===== src/rtl/bcd_stopwatch_counter.sv =====
// Four-digit BCD stopwatch (M:SS.T) with a 0.1 s prescaler, up/down counting
// and a lap-hold register that freezes the displayed value while the live count runs.
module bcd_stopwatch_counter #(
    parameter int TICK_WIDTH = 24,
    parameter int TICK_FINAL = 10_000_000
) (
    input  logic            clk,
    input  logic            clr_n,
    input  logic            clr,
    input  logic            go,
    input  logic            up,
    input  logic            lap,
    output logic [3:0][3:0] parallel_out,
    output logic            wrap,
    output logic            lap_active
);

    localparam logic [TICK_WIDTH-1:0] TICK_LAST = TICK_WIDTH'(TICK_FINAL - 1);

    logic [TICK_WIDTH-1:0] presc_r;
    logic [TICK_WIDTH-1:0] presc_nxt_s;
    logic [3:0][3:0]       live_r;
    logic [3:0][3:0]       live_nxt_s;
    logic [3:0][3:0]       lap_val_r;
    logic [3:0][3:0]       lap_val_nxt_s;
    logic [3:0][3:0]       out_r;
    logic [3:0][3:0]       out_nxt_s;
    logic                  wrap_r;
    logic                  wrap_nxt_s;
    logic                  lap_active_r;
    logic                  lap_active_nxt_s;
    logic                  lap_prev_r;
    logic                  tick_s;
    logic                  lap_edge_s;
    logic [16:0]           step_s;

    // One BCD step with ripple carry/borrow; returns {wrap, digits}.
    // Out-of-range digits are treated as the limit so the count can never leave BCD.
    function automatic logic [16:0] bcd_step(input logic [3:0][3:0] d, input logic dir_up);
        logic [3:0][3:0] r;
        logic            c;
        logic [3:0]      lim;
        r = d;
        c = 1'b1;
        for (int i = 0; i < 4; i++) begin
            lim = (i == 2) ? 4'd5 : 4'd9;
            if (c) begin
                if (dir_up) begin
                    if (r[i] >= lim) begin
                        r[i] = 4'd0;
                        c    = 1'b1;
                    end else begin
                        r[i] = r[i] + 4'd1;
                        c    = 1'b0;
                    end
                end else begin
                    if (r[i] == 4'd0 || r[i] > lim) begin
                        r[i] = lim;
                        c    = (r[i] == lim) && (d[i] == 4'd0);
                    end else begin
                        r[i] = r[i] - 4'd1;
                        c    = 1'b0;
                    end
                end
            end else begin
                r[i] = r[i];
            end
        end
        return {c, r};
    endfunction

    // Next-state logic: clear wins, otherwise prescaler, count step and lap toggle.
    always_comb begin
        tick_s           = go && (presc_r == TICK_LAST);
        lap_edge_s       = lap && !lap_prev_r;
        step_s           = bcd_step(live_r, up);
        presc_nxt_s      = presc_r;
        live_nxt_s       = live_r;
        lap_val_nxt_s    = lap_val_r;
        lap_active_nxt_s = lap_active_r;
        wrap_nxt_s       = 1'b0;
        if (clr) begin
            presc_nxt_s      = '0;
            live_nxt_s       = '0;
            lap_val_nxt_s    = '0;
            lap_active_nxt_s = 1'b0;
            wrap_nxt_s       = 1'b0;
        end else begin
            if (go) begin
                if (tick_s) begin
                    presc_nxt_s = '0;
                end else begin
                    presc_nxt_s = presc_r + TICK_WIDTH'(1);
                end
            end else begin
                presc_nxt_s = presc_r;
            end
            if (tick_s) begin
                live_nxt_s = step_s[15:0];
                wrap_nxt_s = step_s[16];
            end else begin
                live_nxt_s = live_r;
                wrap_nxt_s = 1'b0;
            end
            // The lap register captures the pre-tick live value.
            if (lap_edge_s) begin
                lap_active_nxt_s = !lap_active_r;
                if (!lap_active_r) begin
                    lap_val_nxt_s = live_r;
                end else begin
                    lap_val_nxt_s = lap_val_r;
                end
            end else begin
                lap_active_nxt_s = lap_active_r;
                lap_val_nxt_s    = lap_val_r;
            end
        end
        if (lap_active_nxt_s) begin
            out_nxt_s = lap_val_nxt_s;
        end else begin
            out_nxt_s = live_nxt_s;
        end
    end

    // State and registered outputs; lap is always sampled so a held-high lap never re-triggers.
    always_ff @(posedge clk or negedge clr_n) begin
        if (!clr_n) begin
            presc_r      <= '0;
            live_r       <= '0;
            lap_val_r    <= '0;
            out_r        <= '0;
            wrap_r       <= 1'b0;
            lap_active_r <= 1'b0;
            lap_prev_r   <= 1'b0;
        end else begin
            presc_r      <= presc_nxt_s;
            live_r       <= live_nxt_s;
            lap_val_r    <= lap_val_nxt_s;
            out_r        <= out_nxt_s;
            wrap_r       <= wrap_nxt_s;
            lap_active_r <= lap_active_nxt_s;
            lap_prev_r   <= lap;
        end
    end

    assign parallel_out = out_r;
    assign wrap         = wrap_r;
    assign lap_active   = lap_active_r;

endmodule


===== config.mk =====
export PLATFORM = sky130hd
export DESIGN_NAME = bcd_stopwatch_counter
export DESIGN_NICKNAME = d
export VERILOG_FILES = /design/src/rtl/bcd_stopwatch_counter.sv
export SDC_FILE = /design/constraint.sdc
export NUM_CORES = 1
export LEC_CHECK = 0
export CORE_MARGIN = 4
export CORE_UTILIZATION = 55
export DETAILED_ROUTE_END_ITERATION = 6
export GPL_ROUTABILITY_DRIVEN = 0
export MAX_ROUTING_LAYER = met4
export PLACE_DENSITY = 0.75
export SYNTH_ARGS = -nofsm -noshare
export SYNTH_HDL_FRONTEND = slang
export SYNTH_SLANG_ARGS = --single-unit

===== constraint.sdc =====
create_clock -name clk -period 3.2 [get_ports clk]
set_input_delay 0.32 -clock clk [delete_from_list [all_inputs] [get_ports clk]]
set_output_delay 0.32 -clock clk [all_outputs]
set_load 0.05 [all_outputs]

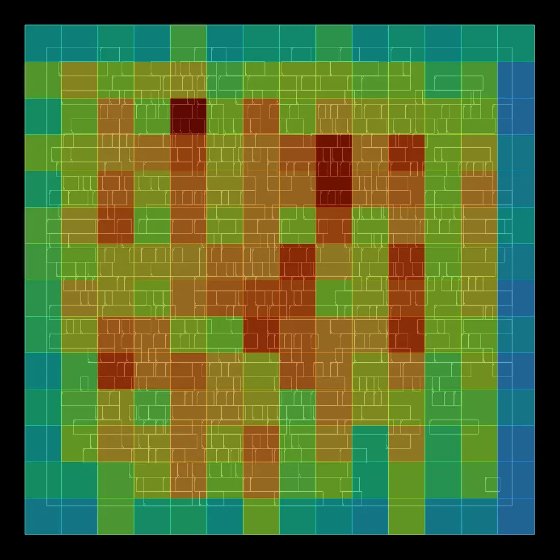
*Routing congestion map*
met2 usage in global routing: 0.348
met1 usage: 0.300

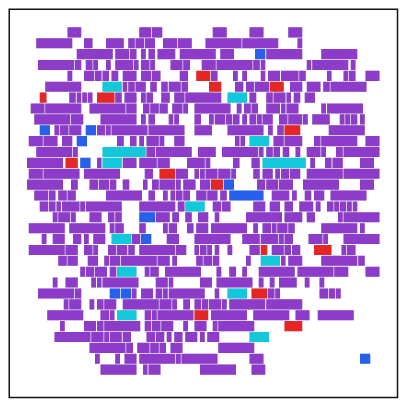
*Sizing map*
(4 px per um)
Key: blue = x3 and x4 [cells 12, share 2.4%]; purple = x1 and smaller [cells 459, share 92%]; cyan = x6 and larger [cells 13, share 2.6%]; red = x2 [cells 14, share 2.8%]
Signal buffers: 31
worst-case setup margin in the final layout: 0.512 ns
finished layout cell area: 4850 um2

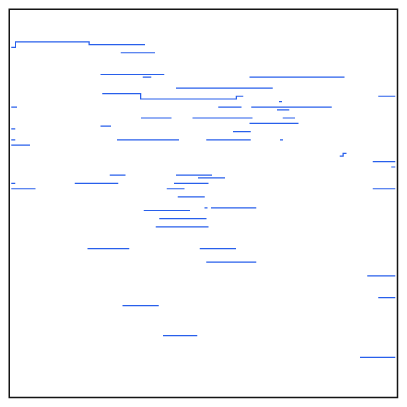
*M3 wires*
(4 px per um)
The layer holds 4.5% of the routed length. The wires run mostly horizontal. 36 nets have wire on it. The longest straight run is 23.9 um. The layer carries 436 um of wire.
final routed wirelength across all metal layers: 9730 um
routed via count: 3510
global routing usage on met3: 0.0339

==> notes.md <==
Results of the implementation run.

The aggregate negative setup slack is 0 ns. The count of hold-fix buffers inserted at cts came out at 0. The fraction of synthesized area in multiplexers came out at 0.0263.

The number of fillers in the final layout is 647. Counting I/O delays and the setup requirement, the final critical path takes around 2.7 ns. The clock latency reported for the late side of the worst-skew pair is between 0.3 and 0.4 ns.

The sum of internal, switching and leakage power came out at 1.95 mW. The clock-pin slew reported for the worst setup and hold paths after clock tree synthesis is 0.08 ns. The portion of the post-synthesis area used by sequential elements is 0.434. The leakage power is between 2 and 2.5 nW.

The area growth from synthesis to layout is 12.1%. In the power breakdown, the internal column shows ~1.5 mW. The switching part of the total came out at 0.242. TritonCTS built the clock tree. The count of library flops with an enable pin came out at 0.

The transition at the pin with the smallest max-transition slack came out at about 0.94 ns. Sorting the synthesis cell report by count puts at the top sky130_fd_sc_hd__dfrtp_1. Gates resized during post-CTS repair numbered 0. Among the non-sequential cells, simple AND/OR/NAND/NOR gates take the most area. The share of the synthesized area in the top cell type came out at 0.434.

The overall track demand over capacity in global routing came out at 0.223. The die covers a little over 9000 um2. The number of setup buffers added after CTS is 0. The maximum clock frequency came out at 372 MHz. The total I/O pin count came out at 24. The capture point of the worst register-to-register path is recorded as parallel_out[9]$_DFF_PN0_.

The area of the mapped netlist came out at between 4000 and 5000 um2. According to the floorplan report, the die height is about 97 um. Per the synthesis report, the AND-OR/OR-AND share of the synthesized area is 0.164.

The worst clock skew came out at around 0.010 ns. The post-synthesis area per instance came out at roughly 9 um2. The arithmetic-cell share of the synthesized area counting full adders, half adders and majority gates came out at 0.0463. The share of power burned in registers is 0.492.

Sorting the synthesized cells by area gives the leading types as sky130_fd_sc_hd__dfrtp_1, sky130_fd_sc_hd__ha_1, sky130_fd_sc_hd__nor2_1. In the layout the commonest cells are sky130_fd_sc_hd__dfrtp_1, sky130_fd_sc_hd__nor2_1, sky130_fd_sc_hd__nand2_1, sky130_fd_sc_hd__a21oi_1, sky130_fd_sc_hd__o21ai_0. The share of the synthesized netlist area taken by xor and xnor gates came out at 0.0465. Per the post-synthesis report, the nets total 502.

The per-cell routed wire length is ~16 um. The ratio of final minimum period to clock period came out at 0.840. The final max-slew violation count recorded for this run is 0. The number of cells in Yosys stat came out at 480. The number of clock buffers added by TritonCTS is 9.

The global route total overflow is 0. The data required time of the critical path is roughly 3.5 ns. For the worst reg-to-reg path, the startpoint reported by OpenROAD is live_r[4]$_DFF_PN0_. According to the Yosys statistics, the synthesized design has a chip area of approximately 4300 um2. The warning total across the stage logs is 37.

The largest vdd supply drop is roughly 330 uV. The area share of and/or/nand/nor cells after synthesis is 0.241. The worst setup path is launched from a register. The combinational fraction of design power is 0.084. The hold violation count in the final report came out at 0. Looking at the clock tree report, the root buffer type is sky130_fd_sc_hd__clkbuf_8. The number of levels the H-tree was split into came out at 3. The number of rows in the core area is 32.

The end-of-flow timing check tallies setup violations at 0. The switching power of the nets came out at about 470 uW. The detailed placer's ending HPWL came out at 6380 um. Setup repair after global routing left no endpoint under its margin.

STA shows the worst reg2reg path with a cell count of 7. The layout cell share with drive strength beyond 1 came out at 0.0783. The synthesis report names the predominant flop master as sky130_fd_sc_hd__dfrtp_1.

The first routing iteration left roughly 260 violations. In the setup report, the worst path falls into the class register to register. The clock network fraction of total power came out at 0.424. In this run the maximum-capacitance check reported violations numbering 0. The count of input and output buffers came out at 23. The register-to-register setup slack came out at between 0.5 and 0.6 ns. Tracing the worst setup path back leads to its startpoint at live_r[4]$_DFF_PN0_. No sink is reached through more buffers than the 2 on the longest clock path. Among logic cells in the layout, the one with the most instances is sky130_fd_sc_hd__dfrtp_1. The number of iterations in the first detailed-routing pass came out at 4. The number of antenna violations at the first check in global routing came out at 0.

The post-route DRC violation count came out at 0. STA reports the tightest min-delay check as being of type input pin to async pin. The clock net sink count came out at about 75. The worst path arrival time came out at approximately 2.9 ns. The critical path maximum fanout is 6.

The post-layout net count is around 520. The number of distinct library cells after synthesis came out at approximately 64. The category of the worst setup path capture point is a register. The first global-routing pass estimated roughly 17000 um of wire. The count of nets left with antenna violations after detail routing came out at 0. The chip width came out at about 97 um. The detail-routed via count per cell is 5.85. The number of standard cells after synthesis is roughly 480.

The share of the core area taken by cells at floorplan is 0.563. Per the slew report, the remaining headroom to the max-slew limit stands at 0.372. The biggest area contributor in the post-synthesis netlist is sky130_fd_sc_hd__dfrtp_1. The share of async-settable or async-resettable flops after synthesis is 1.00.

The flow ran to the end, and the final reports show no timing, DRC or antenna violations. The via count of the first global-routing pass is around 3500. In the synthesized netlist, the cells that appear most often are sky130_fd_sc_hd__dfrtp_1, sky130_fd_sc_hd__nor2_1, sky130_fd_sc_hd__nand2_1, sky130_fd_sc_hd__a21oi_1, sky130_fd_sc_hd__clkbuf_1.

The power density over cell area came out at a little over 400 nW/um2. The synthesized design contains 75 register bits. The number of warnings reported in the yosys synthesis log came out at 0. According to the floorplan report, the placeable core area is 7690 um2.

The antenna cell count came out at 0. The maximum number of pins on one net before global-route repair is around 76. The utilization after layout is 0.631.
layer usage:
metal / up-vias / global-route usage / wire (um)
met2: 87 / 0.348 / 4740
li1: 1720 / - / -
met5: - / - / 0
met1: 1695 / 0.300 / 4460
met3: 8 / 0.0339 / 436
met4: 0 / 0.0724 / 91
sequential cells by signal, indices dropped and copies added (netlist names):
name,cells
live_r,16
lap_val_r,16
lap_prev_r,1
parallel_out,16
wrap,1
lap_active,1
presc_r,24
critical path, stage by stage, from the launching register on:
cell and delay [ns]:
sky130_fd_sc_hd__dfrtp_1 0.45, sky130_fd_sc_hd__inv_1 0.18, sky130_fd_sc_hd__ha_1 0.22, sky130_fd_sc_hd__or4b_1 0.48
sky130_fd_sc_hd__o21ai_0 0.16, sky130_fd_sc_hd__nor4b_4 0.46, sky130_fd_sc_hd__mux2_2 0.40, sky130_fd_sc_hd__o31ai_1 0.24
metrics by stage:
| step | hold WS [ns] | cell area [um2] | instances | setup slack, ns |
|---|---|---|---|---|
| floorplan | 0.0244 | 4330 | 480 | 0.892 |
| global placement | 0.488 | 4620 | 584 | 0.401 |
| detailed placement | 0.507 | 4620 | 584 | 0.361 |
| CTS | 0.151 | 4850 | 600 | 0.522 |
| global route | 0.199 | 4850 | 600 | 0.329 |
| finish | 0.121 | 4850 | 600 | 0.512 |
cell families (layout without fill, tap and decap cells):
group,Yosys count,in the layout
AND-OR/OR-AND,111,111
XOR/XNOR,23,23
adder cells (fa/ha/maj),16,16
buffers and inverters,48,66
flip-flops,75,75
multiplexers,11,11
AND/OR/NAND/NOR,196,196
worst max-delay path by stage:
stage                     depth (start not counted)                   endpoint
after floorplan                                   7  parallel_out[9]$_DFF_PN0_
after global placement                            6  parallel_out[9]$_DFF_PN0_
after detailed placement                          6  parallel_out[9]$_DFF_PN0_
after CTS                                         7  parallel_out[9]$_DFF_PN0_
after global routing                              7  parallel_out[9]$_DFF_PN0_
final                                             7  parallel_out[9]$_DFF_PN0_
area by class of cell:
type	instances	area [um2]	area share
repair buffers	31	283	0.0583
multi-input cells	357	2260	0.467
clock inverters	4	72.6	0.0150
well taps	102	128	0.0263
inverters	19	71.3	0.0147
clock buffers	12	155	0.0320
flip-flops and latches	75	1880	0.387
power by group through the flow:
stage / clock network, mW / registers (mW) / logic [mW]
after floorplan: 0 / 1.00 / 0.0745
after global placement: 0 / 0.979 / 0.163
after detailed placement: 0 / 0.980 / 0.166
after CTS: 0.843 / 0.961 / 0.167
after global routing: 0.887 / 0.962 / 0.179
final: 0.828 / 0.961 / 0.164
Power and IR drop assume default switching activity.
